$ cat src/rtl/multdiv_iter.sv
// Iterative multiply/divide unit: one shift-add or restoring-subtract step per clock,
// signed/unsigned operands, double-width product, exception flag and abort-on-restart.
module multdiv_iter #(
  parameter int WIDTH = 32
) (
  input  logic             clock,
  input  logic             resetn,
  input  logic [WIDTH-1:0] data_operandA,
  input  logic [WIDTH-1:0] data_operandB,
  input  logic             ctrl_MULT,
  input  logic             ctrl_DIV,
  input  logic             ctrl_SIGNED,
  output logic [WIDTH-1:0] data_result,
  output logic [WIDTH-1:0] data_result_hi,
  output logic             data_exception,
  output logic             data_resultRDY,
  output logic             busy
);

  localparam int               CNT_W     = $clog2(WIDTH + 1);
  localparam logic [CNT_W-1:0] LAST_ITER = CNT_W'(WIDTH - 1);
  localparam logic [WIDTH-1:0] ONE       = WIDTH'(1);
  localparam logic [WIDTH-1:0] ZERO      = {WIDTH{1'b0}};
  localparam logic [WIDTH-1:0] MIN_VAL   = {1'b1, {(WIDTH-1){1'b0}}};

  typedef enum logic [2:0] {
    S_IDLE = 3'd0,
    S_MUL  = 3'd1,
    S_DIV  = 3'd2,
    S_FIX  = 3'd3,
    S_DONE = 3'd4
  } state_t;

  // The most negative value maps to the unsigned magnitude 2^(WIDTH-1).
  function automatic logic [WIDTH-1:0] magnitude(input logic [WIDTH-1:0] v, input logic sgn);
    logic [WIDTH-1:0] m;
    if (sgn && v[WIDTH-1]) begin
      m = ~v + ONE;
    end else begin
      m = v;
    end
    return m;
  endfunction

  state_t             state_q, state_d;
  logic [CNT_W-1:0]   cnt_q, cnt_d;
  logic [2*WIDTH-1:0] p_q, p_d;
  logic [WIDTH-1:0]   a_q, a_d;
  logic [WIDTH-1:0]   ma_q, ma_d;
  logic [WIDTH-1:0]   mb_q, mb_d;
  logic               b_neg_q, b_neg_d;
  logic               sgn_q, sgn_d;
  logic               div_q, div_d;
  logic [WIDTH-1:0]   res_q, res_d;
  logic [WIDTH-1:0]   res_hi_q, res_hi_d;
  logic               exc_q, exc_d;
  logic               busy_q, busy_d;
  logic               rdy_q, rdy_d;

  logic               start_s;
  logic [WIDTH:0]     mul_sum_s;
  logic [WIDTH:0]     div_shift_s;
  logic [WIDTH:0]     div_sub_s;
  logic               div_ge_s;
  logic               a_neg_s;
  logic               q_neg_s;
  logic [2*WIDTH-1:0] prod_s;
  logic [WIDTH-1:0]   quo_s;
  logic [WIDTH-1:0]   rem_s;

  assign start_s     = ctrl_MULT | ctrl_DIV;
  assign mul_sum_s   = {1'b0, p_q[2*WIDTH-1:WIDTH]} + {1'b0, ma_q};
  assign div_shift_s = {p_q[2*WIDTH-1:WIDTH], p_q[WIDTH-1]};
  assign div_sub_s   = div_shift_s - {1'b0, mb_q};
  assign div_ge_s    = (div_shift_s >= {1'b0, mb_q});
  assign a_neg_s     = sgn_q & a_q[WIDTH-1];
  assign q_neg_s     = a_neg_s ^ b_neg_q;
  assign prod_s      = q_neg_s ? (~p_q + {{(2*WIDTH-1){1'b0}}, 1'b1}) : p_q;
  assign quo_s       = q_neg_s ? (~p_q[WIDTH-1:0] + ONE) : p_q[WIDTH-1:0];
  assign rem_s       = a_neg_s ? (~p_q[2*WIDTH-1:WIDTH] + ONE) : p_q[2*WIDTH-1:WIDTH];

  // Next-state, iteration datapath and result capture; a start always wins over the current op.
  always_comb begin
    state_d  = state_q;
    cnt_d    = cnt_q;
    p_d      = p_q;
    a_d      = a_q;
    ma_d     = ma_q;
    mb_d     = mb_q;
    b_neg_d  = b_neg_q;
    sgn_d    = sgn_q;
    div_d    = div_q;
    res_d    = res_q;
    res_hi_d = res_hi_q;
    exc_d    = exc_q;
    if (start_s) begin
      a_d     = data_operandA;
      ma_d    = magnitude(data_operandA, ctrl_SIGNED);
      mb_d    = magnitude(data_operandB, ctrl_SIGNED);
      b_neg_d = ctrl_SIGNED & data_operandB[WIDTH-1];
      sgn_d   = ctrl_SIGNED;
      div_d   = ~ctrl_MULT;
      cnt_d   = {CNT_W{1'b0}};
      if (ctrl_MULT) begin
        state_d = S_MUL;
        p_d     = {ZERO, magnitude(data_operandB, ctrl_SIGNED)};
      end else begin
        state_d = S_DIV;
        p_d     = {ZERO, magnitude(data_operandA, ctrl_SIGNED)};
      end
    end else begin
      case (state_q)
        S_IDLE: begin
          state_d = S_IDLE;
        end
        S_MUL: begin
          if (p_q[0]) begin
            p_d = {mul_sum_s, p_q[WIDTH-1:1]};
          end else begin
            p_d = {1'b0, p_q[2*WIDTH-1:1]};
          end
          cnt_d = cnt_q + CNT_W'(1);
          if (cnt_q == LAST_ITER) begin
            state_d = S_FIX;
          end else begin
            state_d = S_MUL;
          end
        end
        S_DIV: begin
          if (div_ge_s) begin
            p_d = {div_sub_s[WIDTH-1:0], p_q[WIDTH-2:0], 1'b1};
          end else begin
            p_d = {div_shift_s[WIDTH-1:0], p_q[WIDTH-2:0], 1'b0};
          end
          cnt_d = cnt_q + CNT_W'(1);
          if (cnt_q == LAST_ITER) begin
            state_d = S_FIX;
          end else begin
            state_d = S_DIV;
          end
        end
        S_FIX: begin
          state_d = S_DONE;
          if (!div_q) begin
            res_d    = prod_s[WIDTH-1:0];
            res_hi_d = prod_s[2*WIDTH-1:WIDTH];
            if (sgn_q) begin
              exc_d = (prod_s[2*WIDTH-1:WIDTH] != {WIDTH{prod_s[WIDTH-1]}});
            end else begin
              exc_d = (p_q[2*WIDTH-1:WIDTH] != ZERO);
            end
          end else if (mb_q == ZERO) begin
            exc_d    = 1'b1;
            res_d    = ZERO;
            res_hi_d = a_q;
          end else if (sgn_q && (a_q == MIN_VAL) && b_neg_q && (mb_q == ONE)) begin
            exc_d    = 1'b1;
            res_d    = MIN_VAL;
            res_hi_d = ZERO;
          end else begin
            exc_d    = 1'b0;
            res_d    = quo_s;
            res_hi_d = rem_s;
          end
        end
        S_DONE: begin
          state_d = S_IDLE;
        end
        default: begin
          state_d = S_IDLE;
        end
      endcase
    end
    busy_d = (state_d == S_MUL) || (state_d == S_DIV) || (state_d == S_FIX);
    rdy_d  = (state_d == S_DONE);
  end

  // State and datapath registers, all cleared by the asynchronous reset.
  always_ff @(posedge clock or negedge resetn) begin
    if (!resetn) begin
      state_q  <= S_IDLE;
      cnt_q    <= {CNT_W{1'b0}};
      p_q      <= {(2*WIDTH){1'b0}};
      a_q      <= ZERO;
      ma_q     <= ZERO;
      mb_q     <= ZERO;
      b_neg_q  <= 1'b0;
      sgn_q    <= 1'b0;
      div_q    <= 1'b0;
      res_q    <= ZERO;
      res_hi_q <= ZERO;
      exc_q    <= 1'b0;
      busy_q   <= 1'b0;
      rdy_q    <= 1'b0;
    end else begin
      state_q  <= state_d;
      cnt_q    <= cnt_d;
      p_q      <= p_d;
      a_q      <= a_d;
      ma_q     <= ma_d;
      mb_q     <= mb_d;
      b_neg_q  <= b_neg_d;
      sgn_q    <= sgn_d;
      div_q    <= div_d;
      res_q    <= res_d;
      res_hi_q <= res_hi_d;
      exc_q    <= exc_d;
      busy_q   <= busy_d;
      rdy_q    <= rdy_d;
    end
  end

  assign data_result    = res_q;
  assign data_result_hi = res_hi_q;
  assign data_exception = exc_q;
  assign data_resultRDY = rdy_q;
  assign busy           = busy_q;

endmodule
$ cat config.mk
export PLATFORM = sky130hd
export DESIGN_NAME = multdiv_iter
export DESIGN_NICKNAME = d
export VERILOG_FILES = /design/src/rtl/multdiv_iter.sv
export SDC_FILE = /design/constraint.sdc
export NUM_CORES = 1
export LEC_CHECK = 0
export CORE_ASPECT_RATIO = 1.75
export CORE_MARGIN = 10
export CORE_UTILIZATION = 60
export CTS_CLUSTER_DIAMETER = 60
export CTS_CLUSTER_SIZE = 24
export DETAILED_ROUTE_END_ITERATION = 8
export MAX_ROUTING_LAYER = met4
export PLACE_DENSITY_LB_ADDON = 0.1
export SETUP_SLACK_MARGIN = 0.1
export SYNTH_ARGS = -nofsm -noshare
export SYNTH_HDL_FRONTEND = slang
export SYNTH_SLANG_ARGS = --single-unit
$ cat constraint.sdc
create_clock -name clock -period 4.1 [get_ports clock]
set_input_delay 0.615 -clock clock [delete_from_list [all_inputs] [get_ports clock]]
set_output_delay 0.615 -clock clock [all_outputs]
set_load 0.05 [all_outputs]
Fig. 1: M1 wires
Supply wires on this layer in gray.
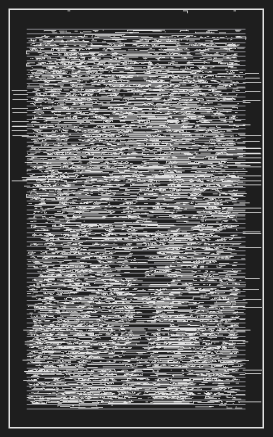
main direction = horizontal
wire length on this layer = 25.4 mm
longest straight run = 51.3 um

Fig. 2: met2 routing
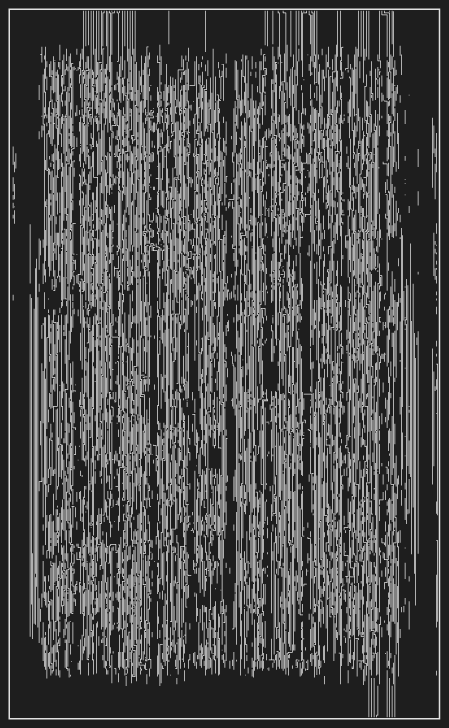
share of all routed wire = 48%
nets with wire on the layer = 2135
main direction = vertical

==> flow_summary.toml <==
# flow metrics
[setup_path]
endpoint = "p_q[35]$_DFFE_PN0P_"
r2r_end = "p_q[35]$_DFFE_PN0P_"
critPathTopFamily = "AND-OR/OR-AND gates"
cp_max_fo = 21
worstSetupEndpointType = "flip-flop"
r2r_cells = 14
crit_buf_inv = 3
crit_path_top_delay_cell = "a21boi_2"
crit_chain = "inv_1 -> ha_1 -> and3_1 -> nand3_1 -> nor4_1 -> buf_4 -> a221o_1 -> a21o_1 -> a21oi_1 -> a21boi_2 -> buf_4 -> nor3_1 -> a211oi_1 -> o21ai_0"
rr_startpoint = "mb_q[10]$_DFFE_PN0N_"
crit_top_cell = "buf_4"
path_depth = 14
crit_type = "reg -> reg"
cp-start-kind = "flip-flop"
worst_path_largest_cell_delay_ns = 0.43
cp-startpoint = "mb_q[10]$_DFFE_PN0N_"
cp.arrival_ns = 4.10
r2r_slack_ns = 0.41

[die]
die_area_um2 = 38100
dieHeight_um = 251
io_pins = 136
die-width_um = 152
fp_util_pct = 60.8
tapCellCount = 387
core-area_um2 = 30100
rows = 84

[layout]
inv_count = 73
drive_gt1_share_pct = 6.71
num-nonclk-buffers = 224
syn_to_final_growth_pct = 13.6
clockNetworkAreaShare_pct = 2.89
clockBufferCount = 18
fin_area_um2 = 20800
diodes = 0
utilization_pct = 69.1
logic_gates = 1851
area_share_nonclk_buffers_pct = 9.87
fin_nets = 2545
fillCellCount = 2505
sh_seq_area_pct = 28.7
final-seq-area_um2 = 5960
largestClassByArea = "multi-input combinational cells"
seq_cells = 238
logic_area_um2 = 11400
comb_area_share_pct = 54.9

[power_and_ir_drop]
p_comb_mw = 3.94
power_density_nw_per_um2 = 433
pg_seq_mw = 3.14
seq_power_share_pct = 34.9
clock_power_share_pct = 21.2
internal-power_mw = 4.98
powerClk_mw = 1.91
ir_drop_v = 0.000490
finalPower_mw = 8.98
p_sw_mw = 4.01
maxPowerGroup = "combinational cells"
combPwrFrac_pct = 43.9
leakage_nw = 9.04
p_sw_share_pct = 44.6

[run]
warning_count = 28
maxCapViolCount = 0

[detailed_routing]
wl_met2_um = 35500
routed.top_layer = "met4"
firstDrtPassIters = 6
ant_nets = 0
drc = 0
wl_per_cell_um = 26.7
vias = 19200
viasPerCell = 6.85
drtIter0Drc = 2281
route.met3.wl_um = 6560

[synth]
yosys_warnings = 0
postSynthSeqShare_pct = 32.6
synthAoiAreaFrac_pct = 25.1
netlist_area_um2 = 18300
mux_area_share_pct = 1.41
synth-cells-yosys = 2327
top_area_share_pct = 32.6
synthesis.nets = 2467
syn_inst = 2327
ys_sh_adder_pct = 4.94
ys_area_um2 = 18300
simple_gate_share_pct = 20.7
synth.avg_cell_area_um2 = 7.86
flop_cell = "dfrtp_1"
postSynth.asyncResetShare_pct = 100
topCombFamilyByArea = "AND-OR/OR-AND gates"
yosysUniqueCellTypes = 89
edf_count = 0
synth_top_cell_by_count = "nand2_1"
synthTopCellsByCount = "nand2_1, dfrtp_1, a21oi_1"
synth_xor_xnor_area_share_pct = 9.82
synthTopCellsByArea = "dfrtp_1, nand2_1, a21oi_1, xnor2_1, o21ai_0"
ys_ff = 238

[cts]
clk_latency_ns = 0.54
htreeDepth = 1
cts_tree = "built"
clock_sinks = 238
clk_pin_slew_ns = 0.09
clk_path_buf_depth = 3
post_cts_buffers = 0
cts-root-buf = "clkbuf_16"
cts_hold_buf = 0

[global_routing]
grtUsageMet3_pct = 5.52
grt_util_met2_pct = 62.0
grt_max_degree = 101
grt_pass1_vias = 18700
antenna_found_initial = 0
met1_usage_pct = 41.9
grt_overflow = 0
grt_util_all_layers_pct = 38.4
grt_pass1_wl_um = 112000

[placement]
portBuffers = 135
dp_hpwl_um = 58100
routabilityCongestion = 1.11
placed_area_um2 = 20200

[worst_hold_path]
hp-class = "in -> async"

[timing]
slew_violations = 0
rsz0062_at_grt = "false"
fin_crit_ns = 3.69
setup_viol = 0
hold_viol = 0
fin_skew_ns = 0.0223
worst_pin_slew_ns = 1.25
slew_headroom_pct = 16.4
worst_hold_slack_ns = 0.0651

[status]
status = "finished, final reports clean"
## placed cells by master (no fill, tap or decap), types with 14 or more instances in the layout
master           count
o21a_1              14
nand2b_1            14
dfrtp_1            238
a211oi_1            14
o21ai_0            196
and2_1              23
clkdlybuf4s50_1    134
o22ai_1             26
inv_1               69
xor2_1              85
a21oi_1            219
mux2i_1             19
o211ai_1            20
nor4_1              49
o31ai_1             31
clkbuf_16           17
or3_1               17
nand4_1             23
xnor2_1            118
a31oi_1             27
ha_1                69
nor2_1             213
nand2_1            314
buf_4               87
nor3_1              66
nand3_1             32
a21o_1              42
o22a_1              17
a221oi_1            19
## stage by stage
step,setup WS [ns],cells
global placement,0.234,2773
global route,0.266,2801
detailed placement,0.153,2773
finish,0.411,2801
floorplan,0.723,2327
CTS,0.480,2801
## flip-flops by register name, indices dropped and copies added, names as in the netlist, 3 cells and up
signal,count
ma_q,31
cnt_q,6
state_q,3
mb_q,32
data_result_hi,32
a_q,32
data_result,32
p_q,64
## worst min path at each step
| stage | startpoint | endpoint | slack [ns] | depth (start not counted) |
|---|---|---|---|---|
| after floorplan | resetn | a_q[0]$_DFFE_PN0N_ | 0.32 | 0 |
| after global placement | data_result_hi[3]$_DFFE_PN0P_ | data_result_hi[3]$_DFFE_PN0P_ | 0.46 | 2 |
| after detailed placement | data_result_hi[29]$_DFFE_PN0P_ | data_result_hi[29]$_DFFE_PN0P_ | 0.46 | 2 |
| after CTS | resetn | a_q[16]$_DFFE_PN0N_ | 0.14 | 1 |
| after global routing | resetn | data_result_hi[4]$_DFFE_PN0P_ | 0.16 | 1 |
| final | resetn | data_result_hi[4]$_DFFE_PN0P_ | 0.07 | 1 |
